===== src/rtl/display_scan_ctrl_pkg.sv =====
// Shared widths and digit helpers for the seven-segment scan controller.
package scan_pkg;

   localparam int DIGIT_W    = 4;
   localparam int IDX_W      = 3;
   localparam int MAX_DIGITS = 8;
   localparam int DIV_W      = 20;
   localparam int VAL_W      = MAX_DIGITS * DIGIT_W;

   // Hex nibble of digit idx within a packed display value.
   function automatic logic [DIGIT_W-1:0] nibble_of(input logic [VAL_W-1:0] value,
                                                    input logic [IDX_W-1:0] idx);
      return value[{idx, 2'b00} +: DIGIT_W];
   endfunction

   // Digit idx is a leading zero when it and every higher active digit are 0.
   // Digit 0 always shows, so an all-zero value still displays a single "0".
   function automatic logic lz_blank(input logic [VAL_W-1:0] value,
                                     input logic [IDX_W-1:0] idx,
                                     input int ndig);
      logic b;
      b = (idx != '0);
      for (int i = 0; i < MAX_DIGITS; i++) begin
         if (i >= int'(idx) && i < ndig && value[i*DIGIT_W +: DIGIT_W] != '0)
            b = 1'b0;
      end
      return b;
   endfunction

endpackage


===== src/rtl/display_scan_ctrl_if.sv =====
// Control/data bundle between the scan controller and its host/display side.
interface display_scan_ctrl_if;
   import scan_pkg::*;

   logic                EN;
   logic                LD;
   logic [VAL_W-1:0]    DIN;
   logic                BLANK_LZ;
   logic [IDX_W-1:0]    SEL;
   logic [DIGIT_W-1:0]  NIBBLE;
   logic                BLANK;
   logic                FRAME;
   logic                BUSY;

   modport master (
      output EN, LD, DIN, BLANK_LZ,
      input  SEL, NIBBLE, BLANK, FRAME, BUSY
   );

   modport slave (
      input  EN, LD, DIN, BLANK_LZ,
      output SEL, NIBBLE, BLANK, FRAME, BUSY
   );

endinterface


===== src/rtl/display_scan_ctrl_prescaler.sv =====
// Divides CP down to a one-cycle scan tick every DIV enabled cycles.
module scan_prescaler
   import scan_pkg::*;
#(
   parameter int DIV = 50000
) (
   input  logic CP,
   input  logic CLR,
   input  logic i_en,
   output logic o_tick
);

   localparam logic [DIV_W-1:0] TERM = DIV_W'(DIV - 1);

   logic [DIV_W-1:0] r_cnt;
   logic             w_tick;

   assign w_tick = i_en && (r_cnt == TERM);
   assign o_tick = w_tick;

   // Count 0..DIV-1 while enabled; hold when disabled.
   always_ff @(posedge CP or posedge CLR) begin
      if (CLR)         r_cnt <= '0;
      else if (w_tick) r_cnt <= '0;
      else if (i_en)   r_cnt <= r_cnt + DIV_W'(1);
   end

endmodule


===== src/rtl/display_scan_ctrl.sv =====
// Digit scan controller: steps the decoder index, double-buffers the display
// value with frame-boundary swaps, and registers nibble/blank one cycle behind
// SEL to line up with the decoder's registered output.
module display_scan_ctrl
   import scan_pkg::*;
#(
   parameter int DIV        = 50000,
   parameter int NUM_DIGITS = 8
) (
   input  logic               CP,
   input  logic               CLR,
   display_scan_ctrl_if.slave bus
);

   localparam logic [IDX_W-1:0] LAST = IDX_W'(NUM_DIGITS - 1);

   logic               w_tick;
   logic               w_wrap;
   logic [IDX_W-1:0]   r_sel;
   logic               r_frame;
   logic [VAL_W-1:0]   r_pending;
   logic [VAL_W-1:0]   r_shadow;
   logic               r_busy;
   logic [DIGIT_W-1:0] r_nibble;
   logic               r_blank;

   scan_prescaler #(.DIV(DIV)) u_presc (
      .CP     (CP),
      .CLR    (CLR),
      .i_en   (bus.EN),
      .o_tick (w_tick)
   );

   assign w_wrap = w_tick && (r_sel == LAST);

   // Digit index stepping; FRAME marks the cycle SEL returns to 0.
   always_ff @(posedge CP or posedge CLR) begin
      if (CLR) begin
         r_sel   <= '0;
         r_frame <= 1'b0;
      end else begin
         r_frame <= w_wrap;
         if (w_wrap)      r_sel <= '0;
         else if (w_tick) r_sel <= r_sel + IDX_W'(1);
      end
   end

   // Double buffer: a new value waits in pending and moves to shadow only on
   // a wrap tick; a load landing exactly on the wrap goes straight to shadow.
   always_ff @(posedge CP or posedge CLR) begin
      if (CLR) begin
         r_pending <= '0;
         r_shadow  <= '0;
         r_busy    <= 1'b0;
      end else if (bus.LD && w_wrap) begin
         r_shadow  <= bus.DIN;
         r_busy    <= 1'b0;
      end else if (w_wrap && r_busy) begin
         r_shadow  <= r_pending;
         r_busy    <= 1'b0;
      end else if (bus.LD) begin
         r_pending <= bus.DIN;
         r_busy    <= 1'b1;
      end
   end

   // Output pipeline: digit data for the current SEL, visible one cycle later.
   always_ff @(posedge CP or posedge CLR) begin
      if (CLR) begin
         r_nibble <= '0;
         r_blank  <= 1'b0;
      end else begin
         r_nibble <= nibble_of(r_shadow, r_sel);
         r_blank  <= bus.BLANK_LZ && lz_blank(r_shadow, r_sel, NUM_DIGITS);
      end
   end

   assign bus.SEL    = r_sel;
   assign bus.FRAME  = r_frame;
   assign bus.BUSY   = r_busy;
   assign bus.NIBBLE = r_nibble;
   assign bus.BLANK  = r_blank;

endmodule


===== src/flat_wrapper.sv =====
// flat-port wrapper written by rule: the top's interface ports become plain ports
module display_scan_ctrl_flat import scan_pkg::*;
#(
   parameter int DIV        = 50000,
   parameter int NUM_DIGITS = 8
)
  (CP, CLR, bus_EN, bus_LD, bus_DIN, bus_BLANK_LZ, bus_SEL, bus_NIBBLE, bus_BLANK, bus_FRAME, bus_BUSY);
  display_scan_ctrl_if bus_i ();
  input  logic CP;
  input  logic CLR;
  input wire logic [$bits(bus_i.EN)-1:0] bus_EN;
  input wire logic [$bits(bus_i.LD)-1:0] bus_LD;
  input wire logic [$bits(bus_i.DIN)-1:0] bus_DIN;
  input wire logic [$bits(bus_i.BLANK_LZ)-1:0] bus_BLANK_LZ;
  output wire logic [$bits(bus_i.SEL)-1:0] bus_SEL;
  output wire logic [$bits(bus_i.NIBBLE)-1:0] bus_NIBBLE;
  output wire logic [$bits(bus_i.BLANK)-1:0] bus_BLANK;
  output wire logic [$bits(bus_i.FRAME)-1:0] bus_FRAME;
  output wire logic [$bits(bus_i.BUSY)-1:0] bus_BUSY;
  assign bus_i.EN = bus_EN;
  assign bus_i.LD = bus_LD;
  assign bus_i.DIN = bus_DIN;
  assign bus_i.BLANK_LZ = bus_BLANK_LZ;
  assign bus_SEL = bus_i.SEL;
  assign bus_NIBBLE = bus_i.NIBBLE;
  assign bus_BLANK = bus_i.BLANK;
  assign bus_FRAME = bus_i.FRAME;
  assign bus_BUSY = bus_i.BUSY;
  display_scan_ctrl #(.DIV(DIV), .NUM_DIGITS(NUM_DIGITS)) u_core (.CP(CP), .CLR(CLR), .bus(bus_i));
endmodule

===== config.mk =====
export PLATFORM = sky130hd
export DESIGN_NAME = display_scan_ctrl_flat
export DESIGN_NICKNAME = d
export VERILOG_FILES = /design/src/rtl/display_scan_ctrl_pkg.sv /design/src/rtl/display_scan_ctrl_if.sv /design/src/rtl/display_scan_ctrl_prescaler.sv /design/src/rtl/display_scan_ctrl.sv /design/src/flat_wrapper.sv
export SDC_FILE = /design/constraint.sdc
export NUM_CORES = 1
export LEC_CHECK = 0
export ABC_AREA = 1
export CORE_MARGIN = 2
export CORE_UTILIZATION = 45
export CTS_CLUSTER_SIZE = 16
export DETAILED_ROUTE_END_ITERATION = 8
export PLACE_DENSITY = 0.65
export SYNTH_ARGS = -nofsm -noshare
export SYNTH_HDL_FRONTEND = slang
export SYNTH_SLANG_ARGS = --single-unit
export TNS_END_PERCENT = 1

===== constraint.sdc =====
create_clock -name CP -period 4.2 [get_ports CP]
set_clock_uncertainty 0.2 [all_clocks]
set_input_delay 0.42 -clock CP [delete_from_list [all_inputs] [get_ports CP]]
set_output_delay 0.42 -clock CP [all_outputs]
set_load 0.03 [all_outputs]

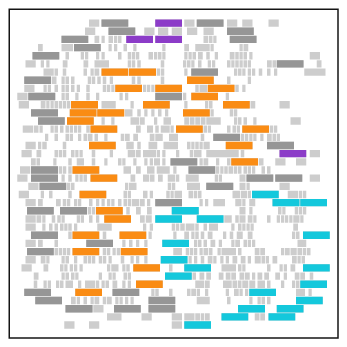
Run 1: where the registers sit
Scale: 3 px per um.
[u_core.bus.NIBBLE] purple | flops: 4 | where: north
[u_core.u_presc.r_cnt] cyan | flops: 20
[u_core.r_shadow] orange | flops: 32

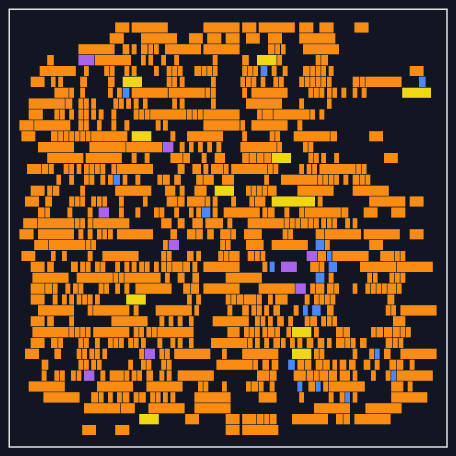
Run 1: drive-strength map
Scale: 4 px per um.
[_3 and _4 cells] purple | cells: 9 | share: 1.2%
[_0 and _1 cells] orange | cells: 698 | share: 95%
[_6 and larger] yellow | cells: 11 | share: 1.5%
[_2 cells] blue | cells: 18 | share: 2.4%

==> results.cfg, run 1 <==
; implementation run metrics
[outcome]
status = finished, final reports clean

[synth]
syn_inst = 695
synth_flop_count = 94
avgSynthCellArea_um2 = 7.151
topCellsByArea = dfrtp_1, nand2_1, nor2_1

[die]
fp_util_pct = 46.05
fp.dieH_um = 109.1
rows = 38

[pwr]
combPwrFrac_pct = 13.6
power.total_w = 0.001876

[routing]
drcViolationCount = 0
wl_per_cell_um = 13.37
dr.pass1.iters = 5

[sta]
finalHoldViolCount = 0
relSlewSlack_pct = 26.69

[clocking]
cts_resized = 0

[global_routing]
overflow = 0
grt_pass1_vias = 4272

[cells_and_area]
drive_gt1_share_pct = 5.163
fillCellCount = 1068

[flow_run]
warnings = 28
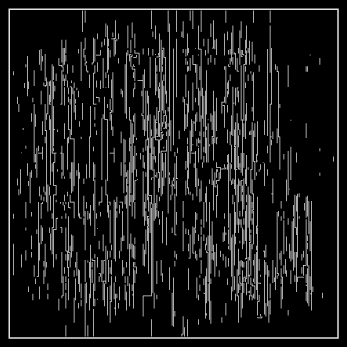
Run 1: the metal 2 layer
Scale: 3 px per um.
wire length on this layer: 5400 um
share of all routed wire: 46%
main direction: vertical
longest straight run: 39.1 um
via count: 4399
final wirelength: 11.71 mm
met2 usage: 34.43%

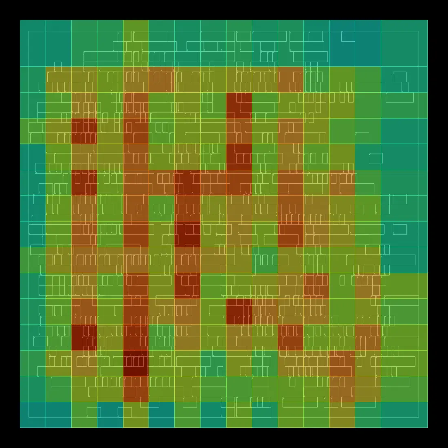
Run 1: congestion heat map
final core occ: 52.89%
Tot GR Track Use: 21.46%
GR Util met1: 29.74%
most used routing layer in global routing: met2

-- run 1: flip-flops by register name, summed over array words and instances, names as in the netlist --
name	cells
u_core.bus.BLANK	1
u_core.bus.BUSY	1
u_core.bus.FRAME	1
u_core.bus.NIBBLE	4
u_core.bus.SEL	3
u_core.r_pending	32
u_core.r_shadow	32
u_core.u_presc.r_cnt	20
-- run 1: cells in the final DEF (no fill, tap or decap) --
master and count:
o211ai_1 4, o21ai_0 18, nand2_1 254, a21oi_1 10, inv_2 8, nand2_4 2
nor4_1 2, inv_1 71, a211oi_1 1, a21boi_0 2, and2_1 1, clkinv_2 5
o31ai_1 2, nor3_1 14, dfrtp_1 94, buf_4 5, xnor2_1 1, nand2_2 1
ha_1 5, clkinvlp_4 2, xor2_1 6, nand3b_1 1, nor2_2 3, clkbuf_8 9
buf_12 1, nor2_1 101, o2111ai_1 3, nand4_1 10, o21a_1 2, bufinv_16 1
nand3_1 49, clkdlybuf4s50_1 46, a221oi_1 1, or2_2 1
-- run 1: worst max-delay path, stage by stage, from the launching register on --
cell and delay (ns):
dfrtp_1 0.72, ha_1 0.25, ha_1 0.28, nand4_1 0.56, buf_4 0.44, nand2_1 0.09, nand2_1 0.05, nand2_1 0.05
-- run 1: kinds of logic (layout without fill, tap and decap cells) --
logic type      Yosys count  in the layout  share of synthesized area (%)
fa+ha+maj                 5              5                          1.259
compound gates           43             43                          5.186
flops                    94             94                          47.33
buf+inv                 107            148                          8.963
simple gates            439            439                          36.03
xor+xnor                  7              7                          1.234
-- run 1: path summary, 6_finish.rpt --
path | from | to | depth (start not counted)
worst min-delay path | CLR | u_core.r_pending[2] | 3
worst max register to register | u_core.bus.SEL[0] | u_core.r_shadow[24] | 7
worst min register to register | u_core.r_pending[11] | u_core.r_pending[11] | 2
min in group CP | u_core.r_pending[11] | u_core.r_pending[11] | 2
worst max-delay path | u_core.bus.SEL[0] | u_core.r_shadow[24] | 7
max in group asynchronous | CLR | u_core.r_shadow[19] | 3
-- run 1: layout make-up --
cell class / count / share of cell area [%]
flip-flops and latches: 94 / 41.21
multi-input cells: 494 / 38.05
repair buffers: 52 / 9.075
inverters: 80 / 5.283
well taps: 140 / 3.069
clock buffers: 9 / 2.170
clock inverters: 7 / 1.140
-- run 1: per-layer routing --
layer	share of wire, %	GRT usage [%]
met2	46	34.43
met3	4.7	3.586
met5	0	0
met1	48	29.74
met4	1.3	6.685
-- run 1: stage by stage --
step,std cells,setup slack [ns],hold WS (ns)
final,876,1.491,0.2511
after global routing,876,1.220,0.3016
after CTS,876,1.466,0.2806
after detailed placement,860,1.150,0.2582
after global placement,860,1.245,0.2533
after floorplan,695,1.131,0.2419
-- run 1: power by group through the flow --
stage / registers (W) / logic, W / clock network, W
floorplan: 0.00103 / 0.000179 / 0
global placement: 0.00104 / 0.000254 / 0
detailed placement: 0.00104 / 0.000255 / 0
CTS: 0.00102 / 0.000257 / 0.000612
global route: 0.00103 / 0.000297 / 0.000657
finish: 0.00102 / 0.000254 / 0.000598
Run 1, zoomed window:
Window x 42 to 67, y 42 to 67 um. Cells in grey, sequential cells in the stronger grey; small squares are vias.
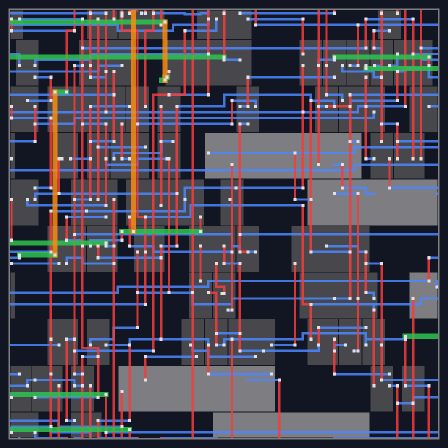

==> run 2: changes to the inputs <==
==> constraint.sdc (replaced) <==
create_clock -name CP -period 2.6 [get_ports CP]
set_clock_uncertainty 0.2 [all_clocks]
set_input_delay 0.26 -clock CP [delete_from_list [all_inputs] [get_ports CP]]
set_output_delay 0.26 -clock CP [all_outputs]
set_load 0.03 [all_outputs]
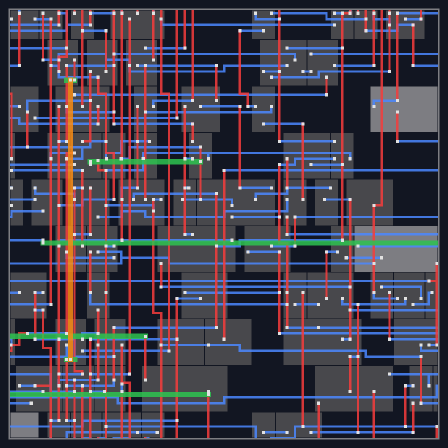
Run 2: zoomed window
Window x 42 to 67, y 42 to 67 um. Cells in grey, sequential cells in the stronger grey; small squares are vias.
[metal 2] red
[metal 3] green
[metal 4] orange
[metal 1] blue
sequential cells in the window: 1
most frequent: nand2_1 (10), nor2_1 (8), o21ai_0 (8)
netlist names of flops here include: u_core.bus.SEL (1)
cells with their middle in the window: 65

==> results.cfg, run 2 <==
; implementation run metrics
[sta]
layout_setup_ws_ns = 0.4630
finalHoldViolCount = 0

[routing]
dr.pass1.iters = 5
wl_per_cell_um = 13.07
vias = 4322
route.final.wire_length_mm = 11.53

[place]
numPlacedInstances = 868
pre_cts_ws_ns = 0.3019

[synth]
syn_inst = 695
synth_flop_count = 94
avgSynthCellArea_um2 = 7.151
adder_share_pct = 1.259
ys_sh_aoi_pct = 5.186
xor_share_pct = 1.234
topCombFamilyByArea = simple AND/OR/NAND/NOR gates

[setup_path]
critPathBufInv = 1
max_stage_delay_ns = 0.76
critPathSlowestCell = clkdlybuf4s50_1

[flow_run]
warnings = 28

[global_routing]
grtUsageTotal_pct = 21.54
grt_pass1_vias = 4221
overflow = 0

[cells_and_area]
reg_top3 = u_core.r_pending (32), u_core.r_shadow (32), u_core.u_presc.r_cnt (20)
drive_gt1_share_pct = 5.660
final_cell_mix = nand2_1, nor2_1, dfrtp_1
fillCellCount = 1077
instances_no_fill = 882

[pwr]
power.total_w = 0.003049
combPwrFrac_pct = 13.5

[die]
fp_util_pct = 46.05

[outcome]
status = finished, final reports clean
## run 2: cell counts after synthesis
No cell type changed its count.
## run 2: final timing paths
check                                        start              endpoint  slack (ns)  cells after the start
max in group asynchronous                      CLR  u_core.r_pending[24]        1.63                      3
min                                            CLR   u_core.r_pending[6]        0.17                      3
max                              u_core.bus.SEL[1]            bus_SEL[1]        0.46                      1
min reg2reg                   u_core.r_pending[24]  u_core.r_pending[24]        0.28                      2
min in group CP               u_core.r_pending[24]  u_core.r_pending[24]        0.28                      2
max reg2reg                u_core.u_presc.r_cnt[0]  u_core.r_pending[30]        0.50                     11
## run 2: per-layer routing
layer  vias to the layer above  global-route usage, %  share of wire (%)
li1                       2234                      -                  -
met3                        17                  3.706                4.0
met2                        96                  33.63                 44
met5                         -                      0                  0
met1                      1975                  29.99                 50
met4                         0                  8.150                1.7
## run 2: cell type report
cell class | instances | area share [%]
clock inverters | 1 | 0.5204
flip-flops and latches | 94 | 40.76
inverters | 80 | 5.269
repair buffers | 60 | 10.02
well taps | 140 | 3.036
multi-input cells | 494 | 37.64
clock buffers | 13 | 2.754
## run 2: logic make-up (layout without fill, tap and decap cells)
| logic type | after synthesis | after routing |
|---|---|---|
| compound gates | 43 | 43 |
| xor+xnor | 7 | 7 |
| fa+ha+maj | 5 | 5 |
| buf+inv | 107 | 154 |
| flops | 94 | 94 |
| simple gates | 439 | 439 |
## run 2: power by group through the flow
stage | Sequential, W | Combinational [W] | Clock (W)
floorplan | 0.00166 | 0.000290 | 0
global placement | 0.00168 | 0.000406 | 0
detailed placement | 0.00168 | 0.000417 | 0
CTS | 0.00165 | 0.000420 | 0.00101
global route | 0.00167 | 0.000478 | 0.00106
finish | 0.00165 | 0.000413 | 0.000982
## run 2: tightest hold or removal path, stage by stage
cell	delay (ns)
clkdlybuf4s50_1	0.44
clkinvlp_4	0.10
buf_12	0.37
## run 2: through the flow
stage / utilization, % / hold slack [ns]
3_5_place_dp: 51.72 / 0.2585
2_1_floorplan: - / 0.2045
3_3_place_gp: 51.72 / 0.2535
4_1_cts: 53.47 / 0.2051
6_report: 53.47 / 0.1651
5_1_grt: 53.47 / 0.2301
Power figures rest on the tool's default switching activity, not on a simulated workload.
